[src/rtl/alu_unit.sv]
// Registered ALU with add/sub/carry ops, bitwise ops and an optional shift-add multiplier.
// Define ALU_MUL_EN to build the multi-cycle multiply for op 7; otherwise op 7 returns zero.
module alu_unit #(
   parameter int unsigned DATA_BITS = 8
) (
   input  logic                 clk,
   input  logic                 reset_n,
   input  logic                 start,
   input  logic [2:0]           op,
   input  logic [DATA_BITS-1:0] a,
   input  logic [DATA_BITS-1:0] b,
   input  logic                 cin,
   output logic                 busy,
   output logic                 done,
   output logic [DATA_BITS-1:0] result,
   output logic [3:0]           flags
);

   localparam int unsigned W  = DATA_BITS;
   localparam int unsigned W1 = DATA_BITS + 1;

   localparam logic [2:0] OP_ADD = 3'd0;
   localparam logic [2:0] OP_SUB = 3'd1;
   localparam logic [2:0] OP_ADC = 3'd2;
   localparam logic [2:0] OP_SBC = 3'd3;
   localparam logic [2:0] OP_AND = 3'd4;
   localparam logic [2:0] OP_OR  = 3'd5;
   localparam logic [2:0] OP_XOR = 3'd6;

   logic [W-1:0] b_eff;
   logic         cin_eff;
   logic [W:0]   sum;
   logic [W-1:0] alu_res;
   logic         alu_c;
   logic         alu_v;
   logic [3:0]   alu_flags;

   logic [W-1:0] result_q, result_d;
   logic [3:0]   flags_q, flags_d;
   logic         done_q, done_d;

   // Single-cycle datapath; subtraction is a + ~b + carry so C=1 means no borrow
   always_comb begin
      b_eff   = ((op == OP_SUB) || (op == OP_SBC)) ? ~b : b;
      cin_eff = 1'b0;
      case (op)
         OP_SUB:         cin_eff = 1'b1;
         OP_ADC, OP_SBC: cin_eff = cin;
         default:        cin_eff = 1'b0;
      endcase
      sum     = {1'b0, a} + {1'b0, b_eff} + W1'(cin_eff);
      alu_res = '0;
      alu_c   = 1'b0;
      alu_v   = 1'b0;
      case (op)
         OP_ADD, OP_SUB, OP_ADC, OP_SBC: begin
            alu_res = sum[W-1:0];
            alu_c   = sum[W];
            alu_v   = (a[W-1] == b_eff[W-1]) && (sum[W-1] != a[W-1]);
         end
         OP_AND:  alu_res = a & b;
         OP_OR:   alu_res = a | b;
         OP_XOR:  alu_res = a ^ b;
         default: alu_res = '0;
      endcase
      alu_flags = {alu_res[W-1], alu_v, alu_c, (alu_res == '0)};
   end

`ifdef ALU_MUL_EN
   localparam int unsigned CNT_W = $clog2(DATA_BITS);
   localparam int unsigned PW    = 2 * DATA_BITS;
   localparam logic [2:0]  OP_MUL = 3'd7;

   typedef enum logic {S_IDLE, S_MUL} state_t;

   state_t           state_q, state_d;
   logic [PW-1:0]    acc_q, acc_d;
   logic [PW-1:0]    mcand_q, mcand_d;
   logic [W-1:0]     mplier_q, mplier_d;
   logic [CNT_W-1:0] cnt_q, cnt_d;
   logic             busy_q, busy_d;
   logic [PW-1:0]    prod;

   always_ff @(posedge clk or negedge reset_n) begin
      if (!reset_n) begin
         state_q  <= S_IDLE;
         acc_q    <= '0;
         mcand_q  <= '0;
         mplier_q <= '0;
         cnt_q    <= '0;
         busy_q   <= 1'b0;
         result_q <= '0;
         flags_q  <= '0;
         done_q   <= 1'b0;
      end else begin
         state_q  <= state_d;
         acc_q    <= acc_d;
         mcand_q  <= mcand_d;
         mplier_q <= mplier_d;
         cnt_q    <= cnt_d;
         busy_q   <= busy_d;
         result_q <= result_d;
         flags_q  <= flags_d;
         done_q   <= done_d;
      end
   end

   // Next state: one multiplier bit per cycle, LSB first, into a double-width accumulator
   always_comb begin
      state_d  = state_q;
      acc_d    = acc_q;
      mcand_d  = mcand_q;
      mplier_d = mplier_q;
      cnt_d    = cnt_q;
      result_d = result_q;
      flags_d  = flags_q;
      done_d   = 1'b0;
      prod     = acc_q + (mplier_q[0] ? mcand_q : '0);
      case (state_q)
         S_IDLE: begin
            if (start) begin
               if (op == OP_MUL) begin
                  state_d  = S_MUL;
                  acc_d    = '0;
                  mcand_d  = {{W{1'b0}}, a};
                  mplier_d = b;
                  cnt_d    = '0;
               end else begin
                  result_d = alu_res;
                  flags_d  = alu_flags;
                  done_d   = 1'b1;
               end
            end
         end
         S_MUL: begin
            acc_d    = prod;
            mcand_d  = mcand_q << 1;
            mplier_d = mplier_q >> 1;
            cnt_d    = cnt_q + CNT_W'(1);
            if (cnt_q == CNT_W'(W - 1)) begin
               state_d  = S_IDLE;
               result_d = prod[W-1:0];
               flags_d  = {prod[W-1], 1'b0, |prod[PW-1:W], (prod[W-1:0] == '0)};
               done_d   = 1'b1;
            end
         end
         default: state_d = S_IDLE;
      endcase
      busy_d = (state_d == S_MUL);
   end

   assign busy = busy_q;
`else
   always_ff @(posedge clk or negedge reset_n) begin
      if (!reset_n) begin
         result_q <= '0;
         flags_q  <= '0;
         done_q   <= 1'b0;
      end else begin
         result_q <= result_d;
         flags_q  <= flags_d;
         done_q   <= done_d;
      end
   end

   // Every request completes in one cycle; op 7 falls through to a zero result
   always_comb begin
      result_d = result_q;
      flags_d  = flags_q;
      done_d   = 1'b0;
      if (start) begin
         result_d = alu_res;
         flags_d  = alu_flags;
         done_d   = 1'b1;
      end
   end

   assign busy = 1'b0;
`endif

   assign done   = done_q;
   assign result = result_q;
   assign flags  = flags_q;

endmodule

[config.mk]
export PLATFORM = sky130hd
export DESIGN_NAME = alu_unit
export DESIGN_NICKNAME = d
export VERILOG_FILES = /design/src/rtl/alu_unit.sv
export SDC_FILE = /design/constraint.sdc
export NUM_CORES = 1
export LEC_CHECK = 0
export ABC_AREA = 0
export ABC_CLOCK_PERIOD_IN_PS = 1400
export CAP_MARGIN = 20
export CORE_ASPECT_RATIO = 1.5
export CORE_MARGIN = 4
export CORE_UTILIZATION = 45
export DETAILED_ROUTE_END_ITERATION = 8
export PLACE_DENSITY = 0.82
export SYNTH_ARGS = -nofsm -noshare
export SYNTH_HDL_FRONTEND = slang
export SYNTH_SLANG_ARGS = --single-unit
[constraint.sdc]
create_clock -name clk -period 1.4 [get_ports clk]
set_input_delay 0.35 -clock clk [delete_from_list [all_inputs] [get_ports clk]]
set_output_delay 0.35 -clock clk [all_outputs]
set_load 0.02 [all_outputs]
### Congestion heat map

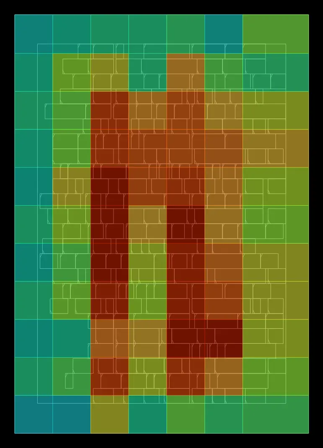
final standard cell utilization of the core: 0.7934
met2 global-route usage: 0.4644
met1 layer usage reported by global route: 0.2034
met3 track demand over resource: 0.03327
GRT busiest layer: met2

### Cell sizes after repair

Drawn at 4 px/µm.
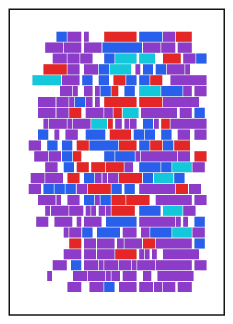
Key: purple = x1 and smaller [cells 131]; red = x2 [cells 33]; cyan = x6 and larger [cells 11]; blue = x3 and x4 [cells 53]

### Placement by cell class

Drawn at 4 px/µm. Fill, decap, tap and diode cells in gray.
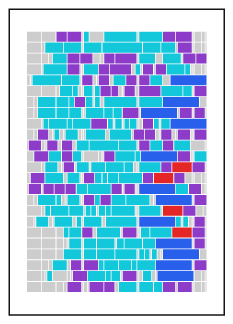
Key: purple = remaining buffers and delay cells [cells 79, share of their area 30%]; cyan = remaining logic cells [cells 133, share of their area 55%]; red = clock drivers and dummy loads [cells 4, share of their area 2.4%]; blue = registers [cells 12, share of their area 13%]

### Signal wires on met3

Drawn at 6 px/µm.
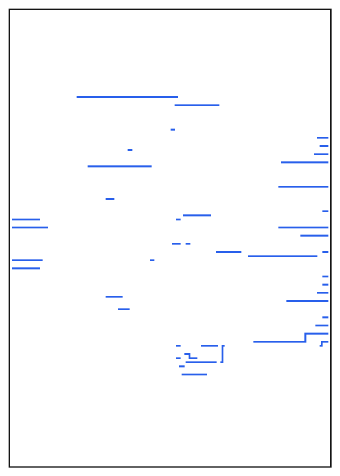
The wires run mostly horizontal. 33 nets have wire on it.

==> run notes <==
Flow results follow.

The run finished, with violations left. The checks that failed: setup timing. The aggregate global-route resource usage is 0.2351. In the placement report, post-DP HPWL is listed as 3.134 mm.

The tally of unique sky130hd cells used after synthesis is 37. For this design, the CTS-stage hold fixing added 0 buffers. Of the post-synthesis cell area, the dominant cell type holds 0.2162. The layout summary lists the proportion of cells stronger than drive strength 1 as 0.4254. The number of warning messages in the yosys log is 0. The via count of the first global-routing pass is 1657.

Per the timing report, the most critical flop-to-flop path finishes at flags[1]. The number of flops mapped to enable cells by yosys is 0. In this run the critical path is formed by buf_8 -> inv_8 -> nand2_8 -> buf_8 -> xnor2_2 -> inv_1 -> fa_2 -> buf_6 -> xor2_2 -> o21ai_2 -> a31oi_2 -> nor3b_2 -> nand4_1 -> o32ai_2. According to the floorplan report, the die height is 76.04 µm. The cell count after placement is 255. The sequential cell area fraction in the yosys report is 0.2162.

The width of the chip is 53.36 µm. The ratio of total power to cell area is 822.9 nW/µm². The post-layout minimum cycle time is 2.372 ns.

Ranked by instance count, the synthesized netlist is headed by 23 x sky130_fd_sc_hd__ha_1, 20 x sky130_fd_sc_hd__inv_1, 12 x sky130_fd_sc_hd__dfrtp_1. Per the post-synthesis report, the number of cells in the design is 153. CTS saw 12 sinks.

As logged by OpenROAD, the buffers inserted on ports number 35. In this run the clock root is driven by a sky130_fd_sc_hd__clkbuf_8. sky130_fd_sc_hd__ha_1 is the most common cell in the netlist. A synthesized cell averages 9.077 µm². The wire length on met3 is 160 µm. In the post-synthesis netlist, the biggest area contributors are sky130_fd_sc_hd__dfrtp_1 22%, sky130_fd_sc_hd__ha_1 21%, sky130_fd_sc_hd__xnor2_1 6.9%, sky130_fd_sc_hd__inv_1 5.4%, sky130_fd_sc_hd__mux2i_1 5.0%. The element type at the critical path end is a flop. Registers take 300.3 µm². On the final layout, the worst clock skew is 0 ns.

The number of buffers and inverters on the critical path is 5. The remaining design rule violation count is 0. For the worst setup path, the data required time is 1.54 ns.

The beginning of the worst register-to-register path is flags[1]. The gate family responsible for the most delay along the worst path is buffers and inverters. The cell total in the yosys stat output is 153. The layout overhead on the synthesized area is 68.11%. The cell with the most instances on the worst path is sky130_fd_sc_hd__buf_8. The starting density of the core is 0.4719. Counting cells, the worst reg-to-reg path comes to 3. The count of vias placed by the detailed router is 1481. The most used flip-flop cell is sky130_fd_sc_hd__dfrtp_1. The via-per-instance ratio is 5.547.

The detailed route wirelength on metal2 is 2.760 mm. The cell with the largest stage delay on the worst path is sky130_fd_sc_hd__fa_2. The class of the worst hold path is in -> async.

Endpoints with negative setup slack in the final report add up to 11. The final layout report lists a filler cell count of 184. The path length in cells of the critical path is 14. The cell area after synthesis is 1389 µm². As reported, the later end of the worst-skew pair has a clock insertion delay of 0.24 ns. The chip area in the Yosys report is 1389 µm². Clock tree synthesis inserted a total of 3 buffers.

The critical path ends at flags[0]. The peak supply drop is 0.7648 mV. The maximum number of pins on one net before global-route repair is 18. After layout, the worst setup slack is -0.9725 ns. The cell type with the highest aggregate area in the netlist is sky130_fd_sc_hd__dfrtp_1. The total routed wire length on the met1 layer is 1.778 mm.

The number of nets in the synthesized netlist is 201. STA classifies the critical path startpoint as an input port. In this run the worst path has a maximum fanout of 5. Dividing the final minimum period by the clock period gives 1.695.

The worst setup slack for register-to-register paths is 0.51 ns. The type of the worst setup path is in -> reg. Hold-check failures listed in the final report amount to 0. The data arrival time reported for the critical path is 2.51 ns. The highest layer touched by signal routing is met4. The remaining number of nets flagged by the antenna check after routing is 0. Based on the critical path, the design can be clocked at up to 0.4215 GHz. The region available for standard cell placement spans 2943 µm². TritonCTS built the clock tree. Per the cell usage report, the commonest logic cells after layout are 42 x sky130_fd_sc_hd__buf_4, 23 x sky130_fd_sc_hd__ha_1, 19 x sky130_fd_sc_hd__dlygate4sd2_1.
==> per-layer routing <==
metal	track usage	up-vias
met5	0	-
met4	0.1279	0
met3	0.03327	22
met2	0.4644	49
met1	0.2034	736
li1	-	674
==> through the flow <==
| stage | setup TNS, ns | area, µm² | power [mW] | hold WS, ns |
|---|---|---|---|---|
| 2_1_floorplan | -8.393 | 1471 | 0.9543 | 0.05441 |
| 3_3_place_gp | -15.17 | 2074 | 1.330 | 0.4868 |
| 3_5_place_dp | -15.90 | 2074 | 1.372 | 0.4849 |
| 4_1_cts | -6.898 | 2256 | 1.803 | 0.4311 |
| 5_1_grt | -8.759 | 2335 | 2.019 | 0.4440 |
| 6_report | -7.888 | 2335 | 1.921 | 0.4263 |
==> kinds of logic after synthesis <==
kind of cell / count (synthesis) / synth area share
other: 1 / 0.002700
multiplexers: 12 / 0.09099
AND-OR/OR-AND: 34 / 0.1748
adder cells (fa/ha/maj): 25 / 0.2360
flip-flops: 12 / 0.2162
AND/OR/NAND/NOR: 27 / 0.1000
XOR/XNOR: 14 / 0.08829
buffers and inverters: 28 / 0.09098
==> report_power, final <==
group | switching (mW) | internal, mW
combinational | 0.552 | 0.550
clock | 0.131 | 0.248
sequential | 0.0354 | 0.404
==> repair_timing <==
action | CTS | global route
setup endpoints to repair | 24 | 11
pin swaps | 27 | 10
setup buffers | 6 | 3
gates resized | 69 | 13
hold endpoints to repair | 0 | 0
==> flip-flops by register name, summed over array words and instances (netlist names) <==
name,count
result,8
flags,3
done,1
==> final cells by class <==
| cell class | count | share of cell area |
|---|---|---|
| multi-input combinational | 113 | 0.5021 |
| timing repair buffer | 79 | 0.2894 |
| inverter | 20 | 0.03537 |
| tap | 39 | 0.02090 |
| clock buffer | 4 | 0.02358 |
| sequential | 12 | 0.1286 |
Power figures rest on the tool's default switching activity, not on a simulated workload.
